$ cat config.mk
export PLATFORM = sky130hd
export DESIGN_NAME = serial_receiver
export DESIGN_NICKNAME = d
export VERILOG_FILES = /design/src/rtl/serial_receiver.sv
export SDC_FILE = /design/constraint.sdc
export NUM_CORES = 1
export LEC_CHECK = 0
export CORE_MARGIN = 2
export CORE_UTILIZATION = 55
export DETAILED_ROUTE_END_ITERATION = 16
export DONT_BUFFER_PORTS = 1
export PLACE_DENSITY = 0.81
export SLEW_MARGIN = 20
export SYNTH_ARGS = -nofsm -noshare
export SYNTH_HDL_FRONTEND = slang
export SYNTH_SLANG_ARGS = --single-unit
$ cat constraint.sdc
create_clock -name clk -period 3.1 [get_ports clk]
set_input_delay 0.465 -clock clk [delete_from_list [all_inputs] [get_ports clk]]
set_output_delay 0.465 -clock clk [all_outputs]
set_load 0.1 [all_outputs]
$ cat src/rtl/serial_receiver.sv
// Deserializer for the 7-bit single-wire frame: start 0, LSB-first data, parity, stop 1.
// Optional RX_SYNC_EN adds a 2-flop input synchronizer (+2 clocks latency).
//
// state | meaning
// IDLE  | line idle, waiting for a start bit (0)
// DATA  | shifting in payload plus parity bit
// STOP  | sampling stop bit, loading the output register
// BREAK | stop bit was 0; hold off until the line returns high
module serial_receiver #(
  parameter int DATA_BITS  = 7,
  parameter bit PARITY_ODD = 1'b1
) (
  input  logic                 clk,
  input  logic                 rst,
  input  logic                 serial_in,
  output logic [DATA_BITS-1:0] data_out,
  output logic                 data_valid,
  input  logic                 data_ready,
  output logic                 parity_err,
  output logic                 frame_err,
  output logic                 overrun_err
);

  localparam int CW = $clog2(DATA_BITS + 1);
  localparam logic [CW-1:0] LAST_BIT = CW'(DATA_BITS);

  typedef enum logic [1:0] {IDLE, DATA, STOP, BREAK} state_t;

  state_t               state;
  logic [CW-1:0]        cnt;
  logic [DATA_BITS:0]   shreg;
  logic                 sbit;
  logic                 par_xor;

`ifdef RX_SYNC_EN
  logic [1:0] sync_q;

  always_ff @(posedge clk or posedge rst) begin
    if (rst) sync_q <= 2'b11;
    else     sync_q <= {sync_q[0], serial_in};
  end

  assign sbit = sync_q[1];
`else
  assign sbit = serial_in;
`endif

  assign par_xor = ^shreg;

  always_ff @(posedge clk or posedge rst) begin
    if (rst) begin
      state       <= IDLE;
      cnt         <= '0;
      shreg       <= '0;
      data_out    <= '0;
      data_valid  <= 1'b0;
      parity_err  <= 1'b0;
      frame_err   <= 1'b0;
      overrun_err <= 1'b0;
    end else begin
      case (state)
        IDLE: begin
          if (!sbit) begin
            state <= DATA;
            cnt   <= '0;
          end
        end
        DATA: begin
          shreg <= {sbit, shreg[DATA_BITS:1]};
          cnt   <= cnt + CW'(1);
          if (cnt == LAST_BIT) state <= STOP;
        end
        STOP: begin
          state <= sbit ? IDLE : BREAK;
        end
        BREAK: begin
          if (sbit) state <= IDLE;
        end
        default: state <= IDLE;
      endcase

      // A load always wins over a consume; overrun only when the old word was not taken.
      if (state == STOP) begin
        data_out    <= shreg[DATA_BITS-1:0];
        data_valid  <= 1'b1;
        parity_err  <= par_xor ^ PARITY_ODD;
        frame_err   <= ~sbit;
        overrun_err <= data_valid & ~data_ready;
      end else if (data_valid && data_ready) begin
        data_valid <= 1'b0;
      end
    end
  end

endmodule

==> notes.md <==
flow finished, numbers: outcome=finished, final reports clean, top_reg_cell synth=dfrtp_1, pre-CTS WS=1.677 ns, R2R Setup Slk=1.68 ns, WL met3=59 µm, and+or+nand+nor area frac=0.03793, # rows=15, vias in the first global route=490, Combinational Area=359.1 µm², Post-synth EDFFs=0, hold_ws=0.1978 ns, die area=2155 µm², met2 Use GR=0.2056, reg2reg end=shreg[4], Vias/cell=5.062, Biggest Area Class=registers, biggest regs=shreg: 8 flops, data_out: 7 flops, cnt: 3 flops, combinational gates=41, CTS resizes=0, Cell Type Count=18, adder share=0.02528, Crit Reg-Reg Startpoint=state[1], Worst-path clk slew=0.13 ns, FP Core Util=0.5795, final instance area=1055 µm², Die X=46.42 µm, Top-area cell share=0.6068, H-tree Lvls=1, gp weighted congestion=0.6560, Peak Freq=578.7 MHz, stages on the worst setup path=0, RSZ-0062 raised after global routing=false, Pre-antenna DRT Iters=3, DP Wirelength=902.9 µm, number of fill cells=132, DR top layer=met3, M3 GR Usage=0.04314, inserted tap cell count=25, worst-margin pin slew=0.8985 ns, Comb area share=0.3405, Post-Syn Area=989.7 µm², biggest area cells=dfrtp_1 (61%), mux2_2 (15%), xnor2_1 (5.3%), mux2_1 (3.4%), ha_1 (2.5%), most numerous logic cell after layout=dfrtp_1, number of cells in Yosys stat=70, CTS Hold Bufs=0, DP Area=1002 µm², clk cell area share=0.04982, Mean Syn Cell Area=14.14 µm², most frequent cells in the layout=dfrtp_1 (24), mux2_2 (13), xnor2_1 (6), Synth async-reset ratio=1.000, critical path capture point=data_valid, FF+latch count, synth=24, CLK BUF=3, Ys Warns=0, setup ws final=1.372 ns, Startpoint Class=flop, die height=46.42 µm, initial antenna violation count=0, I/O pins=15, Placed Cells=93, max reg flops=8, core area=1708 µm², Nets at Floorplan=76, FF/Latch Area=600.6 µm², Gate Count Post-Synth=70, critical path type=reg -> out, residual DRC count=0, Non-clock buffer share=0, crit end category=primary output, mux cell area share after synthesis=0.1922, worst-path maximum fanout=2, Worst EP arrival=1.26 ns, Slew HR=0.4010, Sinks on Clock Net=24, HP Class=in -> async, comb area leader=multiplexers, Routed Antenna Nets=0, NumNets Final=79, Log Warnings=26, number of diodes=0, Non-clk bufs=0, Max Slew Vio Count=0, DR iter-0 viols=5
**Clock wires, drivers and flops**

(6 px per µm)
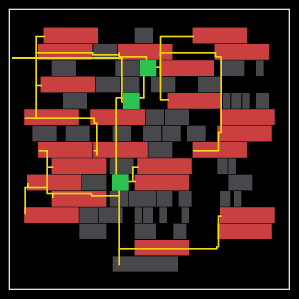
cells driving clock nets -> green  # count 3
clock wires -> yellow  # length 226 µm
flip-flops -> red  # count 24
routed clock nets = 4
clk_skew: 0.01077 ns
clk ins delay skew pair: 0.30 ns

**A small window of the routed layout**

Region (25, 2) to (45, 22) µm. Cells in grey, sequential cells in the stronger grey; small squares are vias.
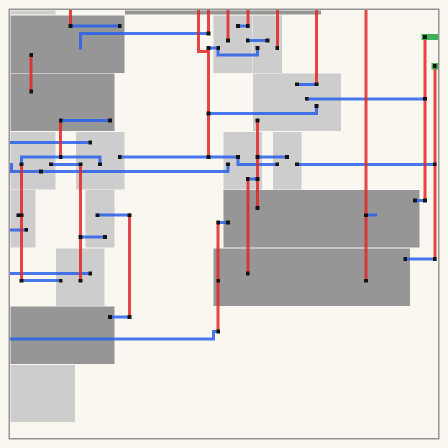
met2 -> red
met3 -> green
met1 -> blue
cells with their middle in the window = 15
netlist names of flops here include = `state` (2)
most frequent = dfrtp_1 (5), inv_1 (2), nand2_1 (2)
sequential cells in the window = 5

**Routed metal, one colour a layer**

(8 px per µm)
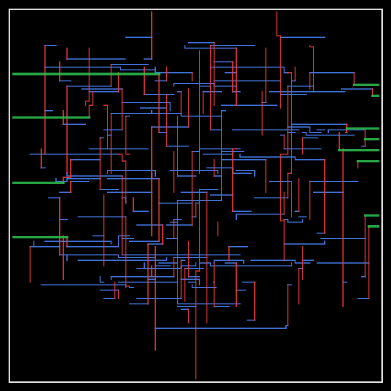
met2 -> red  # wire length 571 µm
met1 -> blue  # wire length 633 µm
met3 -> green  # wire length 60.0 µm
total wire length: 1263 µm
Routed wire per std cell: 13.02 µm
vias: 491
gr usage total: 0.1452

**Track usage over the die**

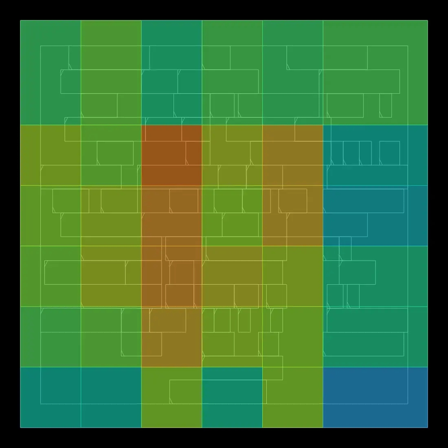
met1 usage: 0.2030
busiest grt layer: met2
final core utilization: 0.6176

